==> config.mk <==
export PLATFORM = sky130hd
export DESIGN_NAME = mem_access_ctrl_flat
export DESIGN_NICKNAME = d
export VERILOG_FILES = /design/src/rtl/mem_access_ctrl_if.sv /design/src/rtl/mem_access_ctrl.sv /design/src/flat_wrapper.sv
export SDC_FILE = /design/constraint.sdc
export NUM_CORES = 1
export LEC_CHECK = 0
export CORE_MARGIN = 8
export CORE_UTILIZATION = 42
export CTS_CLUSTER_SIZE = 30
export DETAILED_ROUTE_END_ITERATION = 6
export PLACE_DENSITY = 0.76
export REMOVE_ABC_BUFFERS = 1
export SLEW_MARGIN = 5
export SYNTH_ARGS = -nofsm -noshare
export SYNTH_HDL_FRONTEND = slang
export SYNTH_SLANG_ARGS = --single-unit
==> constraint.sdc <==
create_clock -name clk -period 4.1 [get_ports clk]
set_input_delay 0.41 -clock clk [delete_from_list [all_inputs] [get_ports clk]]
set_output_delay 0.41 -clock clk [all_outputs]
set_load 0.01 [all_outputs]
==> src/rtl/mem_access_ctrl_if.sv <==
`default_nettype none
// ============================================================================
//  Module      : mem_access_ctrl_if
//  Description : Bundle of the MEM-stage request/response handshake and the
//                word-only data-memory port seen by mem_access_ctrl.
//                slave  : controller view (takes requests, drives memory)
//                master : pipeline + memory view (issues requests, serves reads)
//  Signals     : req_valid/req_ready/req_we/req_size/req_sign/req_addr/
//                req_wdata/req_pc, resp_valid/resp_rdata/resp_err,
//                mem_addr/mem_wdata/mem_we/mem_pc/mem_rdata
//  Revision    : 1.0  initial release
// ============================================================================
interface mem_access_ctrl_if;
    logic        req_valid;
    logic        req_ready;
    logic        req_we;
    logic [1:0]  req_size;
    logic        req_sign;
    logic [31:0] req_addr;
    logic [31:0] req_wdata;
    logic [31:0] req_pc;
    logic        resp_valid;
    logic [31:0] resp_rdata;
    logic        resp_err;
    logic [31:0] mem_addr;
    logic [31:0] mem_wdata;
    logic        mem_we;
    logic [31:0] mem_pc;
    logic [31:0] mem_rdata;

    modport slave (
        input  req_valid, req_we, req_size, req_sign, req_addr, req_wdata, req_pc,
        input  mem_rdata,
        output req_ready, resp_valid, resp_rdata, resp_err,
        output mem_addr, mem_wdata, mem_we, mem_pc
    );

    modport master (
        output req_valid, req_we, req_size, req_sign, req_addr, req_wdata, req_pc,
        output mem_rdata,
        input  req_ready, resp_valid, resp_rdata, resp_err,
        input  mem_addr, mem_wdata, mem_we, mem_pc
    );
endinterface
`default_nettype wire

==> src/rtl/mem_access_ctrl.sv <==
`default_nettype none
// ============================================================================
//  Module      : mem_access_ctrl
//  Description : Load/store initiator between the MEM stage and a word-only
//                data memory. Byte/half stores are done as read-modify-write;
//                loads are lane-extracted and sign/zero extended.
//  Ports       : clk    - rising-edge clock
//                reset  - asynchronous, active-high
//                bus    - mem_access_ctrl_if.slave (request, response and
//                         memory port signals)
//  Parameters  : ADDR_LIMIT - first invalid byte address (error at or above)
//  Options     : MEM_ALIGN_CHECK_EN - misaligned half/word -> error response;
//                undefined: low address bits are forced to alignment.
//  Revision    : 1.0  initial release
// ============================================================================
module mem_access_ctrl #(
    parameter logic [31:0] ADDR_LIMIT = 32'h0000_1000
) (
    input  wire logic          clk,
    input  wire logic          reset,
    mem_access_ctrl_if.slave   bus
);

    localparam logic [1:0] SZ_BYTE = 2'd0;
    localparam logic [1:0] SZ_HALF = 2'd1;
    localparam logic [1:0] SZ_WORD = 2'd2;
    localparam logic [1:0] SZ_RSVD = 2'd3;

    typedef enum logic [1:0] {
        ST_IDLE = 2'd0,
        ST_RD   = 2'd1,
        ST_WR   = 2'd2,
        ST_RESP = 2'd3
    } state_t;

    state_t      state_q, state_d;
    logic        we_q, we_d;
    logic [1:0]  size_q, size_d;
    logic        sign_q, sign_d;
    logic        err_q, err_d;
    logic [31:0] addr_q, addr_d;
    logic [31:0] wdata_q, wdata_d;
    logic [31:0] pc_q, pc_d;
    logic [31:0] rbuf_q, rbuf_d;

    // Request decode: error classification and effective (aligned) address
    logic        req_err;
    logic [31:0] req_addr_eff;

    always_comb begin
        req_err      = (bus.req_size == SZ_RSVD) || (bus.req_addr >= ADDR_LIMIT);
        req_addr_eff = bus.req_addr;
`ifdef MEM_ALIGN_CHECK_EN
        if ((bus.req_size == SZ_HALF && bus.req_addr[0]) ||
            (bus.req_size == SZ_WORD && bus.req_addr[1:0] != 2'b00)) begin
            req_err = 1'b1;
        end
`else
        if (bus.req_size == SZ_HALF) begin
            req_addr_eff[0] = 1'b0;
        end else if (bus.req_size == SZ_WORD) begin
            req_addr_eff[1:0] = 2'b00;
        end
`endif
    end

    always_ff @(posedge clk or posedge reset) begin
        if (reset) begin
            state_q <= ST_IDLE;
            we_q    <= 1'b0;
            size_q  <= SZ_BYTE;
            sign_q  <= 1'b0;
            err_q   <= 1'b0;
            addr_q  <= '0;
            wdata_q <= '0;
            pc_q    <= '0;
            rbuf_q  <= '0;
        end else begin
            state_q <= state_d;
            we_q    <= we_d;
            size_q  <= size_d;
            sign_q  <= sign_d;
            err_q   <= err_d;
            addr_q  <= addr_d;
            wdata_q <= wdata_d;
            pc_q    <= pc_d;
            rbuf_q  <= rbuf_d;
        end
    end

    always_comb begin
        state_d = state_q;
        we_d    = we_q;
        size_d  = size_q;
        sign_d  = sign_q;
        err_d   = err_q;
        addr_d  = addr_q;
        wdata_d = wdata_q;
        pc_d    = pc_q;
        rbuf_d  = rbuf_q;
        case (state_q)
            ST_IDLE: begin
                if (bus.req_valid) begin
                    we_d    = bus.req_we;
                    size_d  = bus.req_size;
                    sign_d  = bus.req_sign;
                    err_d   = req_err;
                    addr_d  = req_addr_eff;
                    wdata_d = bus.req_wdata;
                    pc_d    = bus.req_pc;
                    if (req_err)
                        state_d = ST_RESP;
                    else if (bus.req_we && bus.req_size == SZ_WORD)
                        state_d = ST_WR;
                    else
                        state_d = ST_RD;
                end
            end
            ST_RD: begin
                rbuf_d  = bus.mem_rdata;
                state_d = we_q ? ST_WR : ST_RESP;
            end
            ST_WR:   state_d = ST_RESP;
            ST_RESP: state_d = ST_IDLE;
            default: state_d = ST_IDLE;
        endcase
    end

    // Lane handling: byte lane k sits at bits [8k+7:8k], half lane at [16h+15:16h]
    logic [4:0]  lane_shift;
    logic [31:0] merged;
    logic [31:0] lane_data;
    logic [31:0] load_ext;

    always_comb begin
        lane_shift = {addr_q[1:0], 3'b000};
        merged     = rbuf_q;
        case (size_q)
            SZ_BYTE: merged[lane_shift +: 8]  = wdata_q[7:0];
            SZ_HALF: merged[lane_shift +: 16] = wdata_q[15:0];
            default: merged = wdata_q;
        endcase

        lane_data = rbuf_q >> lane_shift;
        case (size_q)
            SZ_BYTE: load_ext = {{24{sign_q & lane_data[7]}},  lane_data[7:0]};
            SZ_HALF: load_ext = {{16{sign_q & lane_data[15]}}, lane_data[15:0]};
            default: load_ext = rbuf_q;
        endcase
    end

    // Outputs decoded from state so reset removes mem_we immediately
    assign bus.req_ready  = (state_q == ST_IDLE);
    assign bus.resp_valid = (state_q == ST_RESP);
    assign bus.resp_err   = (state_q == ST_RESP) && err_q;
    assign bus.resp_rdata = (state_q == ST_RESP && !we_q && !err_q) ? load_ext : 32'h0;
    assign bus.mem_we     = (state_q == ST_WR);
    assign bus.mem_addr   = {addr_q[31:2], 2'b00};
    assign bus.mem_wdata  = merged;
    assign bus.mem_pc     = pc_q;

endmodule
`default_nettype wire

==> src/flat_wrapper.sv <==
// flat-port wrapper written by rule: the top's interface ports become plain ports
module mem_access_ctrl_flat 
#(
    parameter logic [31:0] ADDR_LIMIT = 32'h0000_1000
)
  (clk, reset, bus_req_valid, bus_req_we, bus_req_size, bus_req_sign, bus_req_addr, bus_req_wdata, bus_req_pc, bus_mem_rdata, bus_req_ready, bus_resp_valid, bus_resp_rdata, bus_resp_err, bus_mem_addr, bus_mem_wdata, bus_mem_we, bus_mem_pc);
  mem_access_ctrl_if bus_i ();
  input  wire logic clk;
  input  wire logic reset;
  input wire logic [$bits(bus_i.req_valid)-1:0] bus_req_valid;
  input wire logic [$bits(bus_i.req_we)-1:0] bus_req_we;
  input wire logic [$bits(bus_i.req_size)-1:0] bus_req_size;
  input wire logic [$bits(bus_i.req_sign)-1:0] bus_req_sign;
  input wire logic [$bits(bus_i.req_addr)-1:0] bus_req_addr;
  input wire logic [$bits(bus_i.req_wdata)-1:0] bus_req_wdata;
  input wire logic [$bits(bus_i.req_pc)-1:0] bus_req_pc;
  input wire logic [$bits(bus_i.mem_rdata)-1:0] bus_mem_rdata;
  output wire logic [$bits(bus_i.req_ready)-1:0] bus_req_ready;
  output wire logic [$bits(bus_i.resp_valid)-1:0] bus_resp_valid;
  output wire logic [$bits(bus_i.resp_rdata)-1:0] bus_resp_rdata;
  output wire logic [$bits(bus_i.resp_err)-1:0] bus_resp_err;
  output wire logic [$bits(bus_i.mem_addr)-1:0] bus_mem_addr;
  output wire logic [$bits(bus_i.mem_wdata)-1:0] bus_mem_wdata;
  output wire logic [$bits(bus_i.mem_we)-1:0] bus_mem_we;
  output wire logic [$bits(bus_i.mem_pc)-1:0] bus_mem_pc;
  assign bus_i.req_valid = bus_req_valid;
  assign bus_i.req_we = bus_req_we;
  assign bus_i.req_size = bus_req_size;
  assign bus_i.req_sign = bus_req_sign;
  assign bus_i.req_addr = bus_req_addr;
  assign bus_i.req_wdata = bus_req_wdata;
  assign bus_i.req_pc = bus_req_pc;
  assign bus_i.mem_rdata = bus_mem_rdata;
  assign bus_req_ready = bus_i.req_ready;
  assign bus_resp_valid = bus_i.resp_valid;
  assign bus_resp_rdata = bus_i.resp_rdata;
  assign bus_resp_err = bus_i.resp_err;
  assign bus_mem_addr = bus_i.mem_addr;
  assign bus_mem_wdata = bus_i.mem_wdata;
  assign bus_mem_we = bus_i.mem_we;
  assign bus_mem_pc = bus_i.mem_pc;
  mem_access_ctrl #(.ADDR_LIMIT(ADDR_LIMIT)) u_core (.clk(clk), .reset(reset), .bus(bus_i));
endmodule
**Clock nets**

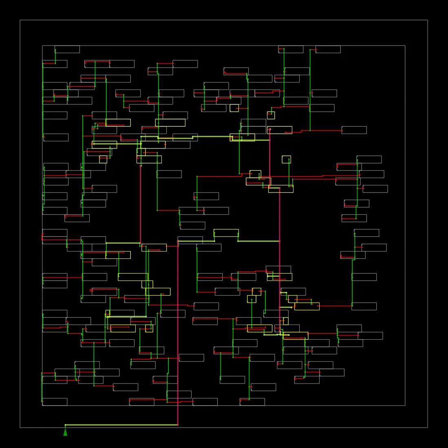
Clock Latency Late Sink: 420 ps
registers: 135

**Gate families picked out**

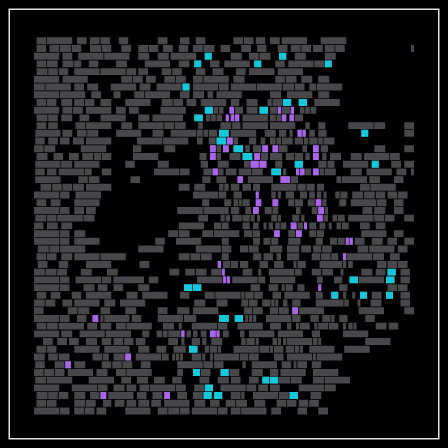
- nor cells: purple (cells 55; most used nor2_1)
- non-inverting ao/oa cells: cyan (cells 38)

**I/O pins on the die edge**

The bar under the picture is 50 um long. Pins as bars across the die edge, other pins in grey.
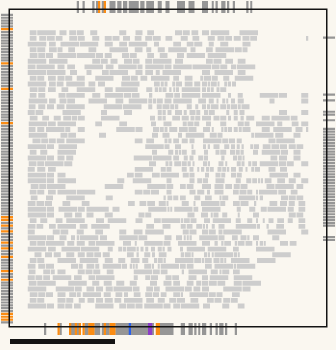
- `bus_mem_we`: blue (pins 1; direction output; edge bottom)
- `bus_req_addr`: orange (pins 32; direction input; edge 16 left, 14 bottom, 2 top)
- `bus_req_size`: purple (pins 2; direction input; edge bottom)
- all pins by edge: 109 left, 68 bottom, 47 top, 43 right

**Layout detail**

The bar under the picture is 5 um long. Window x 65 to 85, y 96 to 116 um. Cells in grey, sequential cells in the stronger grey; small squares are vias.
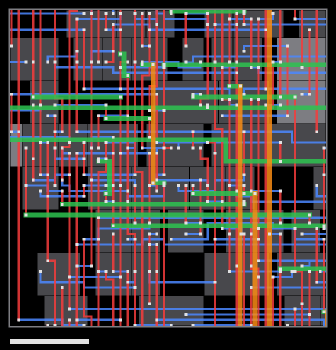
- metal 3: green
- metal 2: red
- metal 4: orange
- metal 1: blue
- sequential cells in the window: 0
- most frequent: nor2b_1 (4), a21oi_1 (4), o21ai_0 (4)
- cells with their middle in the window: 38

## power groups by stage
stage	Combinational, mW	Sequential (mW)	Clock (mW)
after global placement	5.25	2.72	0
after detailed placement	5.31	2.75	0
after CTS	5.34	2.74	1.59
final	5.32	2.75	1.57
after floorplan	2.72	2.77	0
after global routing	5.74	2.84	1.65
## flip-flops by register name, summed over array words and instances, names as in the netlist
name               cells
u_core.addr_q         32
u_core.err_q           1
u_core.bus.mem_pc     32
u_core.we_q            1
u_core.wdata_q        32
u_core.state_q         2
u_core.size_q          2
u_core.sign_q          1
u_core.rbuf_q         32
## final timing paths
kind | to | slack [ps] | depth (start not counted) | start
hold / removal | u_core.err_q | 500 | 2 | u_core.err_q
hold reg to reg | u_core.err_q | 500 | 2 | u_core.err_q
max in group asynchronous | u_core.addr_q[10] | 2650 | 3 | reset
min in group asynchronous | u_core.addr_q[30] | 600 | 2 | reset
setup / recovery | bus_mem_wdata[25] | 220 | 7 | u_core.addr_q[0]
setup reg to reg | u_core.bus.mem_pc[14] | 1570 | 5 | u_core.state_q[0]
## stage by stage
stage / util [%] / total power, mW
detailed placement: 57.1 / 8.06
finish: 60.4 / 9.64
global placement: 57.1 / 7.97
CTS: 60.4 / 9.67
global route: 60.4 / 10.2
floorplan: - / 5.48
## per-layer routing
layer	GRT usage (%)	wire (um)	vias up
met2	35.3	12000	326
met1	26.0	9700	3147
li1	-	-	2973
met4	8.66	741	8
met3	11.6	3330	55
met5	0	47	-
## critical path: cells and delay by family (launching register included)
family | cells | cell delay (ps)
and+or+nand+nor | 1 | 560
DFF | 1 | 340
adders and majority gates | 1 | 700
buffers and inverters | 2 | 850
AOI/OAI and AO/OA | 3 | 590
==> job_summary.md <==
### Metrics collected by this job

| Metric | Value |
|---|---|
| Status | finished clean |
| Switching share of power | 40.3% |
| GRT Overall Usage | 22.6% |
| Layout clock area frac | 5.47% |
| Critical Path Source Type | register |
| Total die size | 22800 um^2 |
| Top class by area | logic gates |
| Final min period | 3880 ps |
| Synth Seq Share | 44.2% |
| Ports | 267 |
| Worst EP arrival | 3470 ps |
| DIE WIDTH | 151 um |
| Ys Warns | 0 |
| Fin. Hold Viols | 0 |
| Register Area | roughly 3400 um^2 |
| Final WS setup | between 200 and 250 ps |
| Worst path cell trace | clkinv_1 > ha_1 > nor2b_1 > a221o_1 > o21ai_0 > a31oi_1 > clkdlybuf4s50_1 |
| Cell Rows | 49 |
| First-pass GRT wire length | 39200 um |
| Commonest flop | dfrtp_1 |
| Placed cell count | 1117 |
| # clock sinks | ~140 |
| Comb area share | 34.4% |
| Max IR drop VDD | ~0.56 mV |
| Slew @ Worst Pin | 1130 ps |
| Placed cell area | 10200 um^2 |
| Comb power frac | 55.2% |
| Post-Layout Cell Count | 1149 |
| Top cells by count | 135 x dfrtp_1, 131 x mux2_2, 44 x clkbuf_1, 32 x buf_4, 31 x nand2_1 |
| Inverters | 19 |
| RSZ-0062 raised after global routing | no |
| Depth of the CTS H-tree | 4 |
| Net count, final | 1052 |
| Initial antenna violation count | 4 |
| Seq/total area | 31.2% |
| Post-synth EDFFs | 0 |
| Crit path largest cell delay | 700 ps |
| Root Driver | clkbuf_16 |
| Max FO, Critical Path | 15 |
| Slew Viols, Final | 0 |
| MUX share of area | 21.4% |
| Non-clk buf share | between 20% and 30% |
| Log Warnings | 35 |
| Relative slew slack | between 20% and 30% |
No activity file was given, so power comes from the tool's default toggle rates.
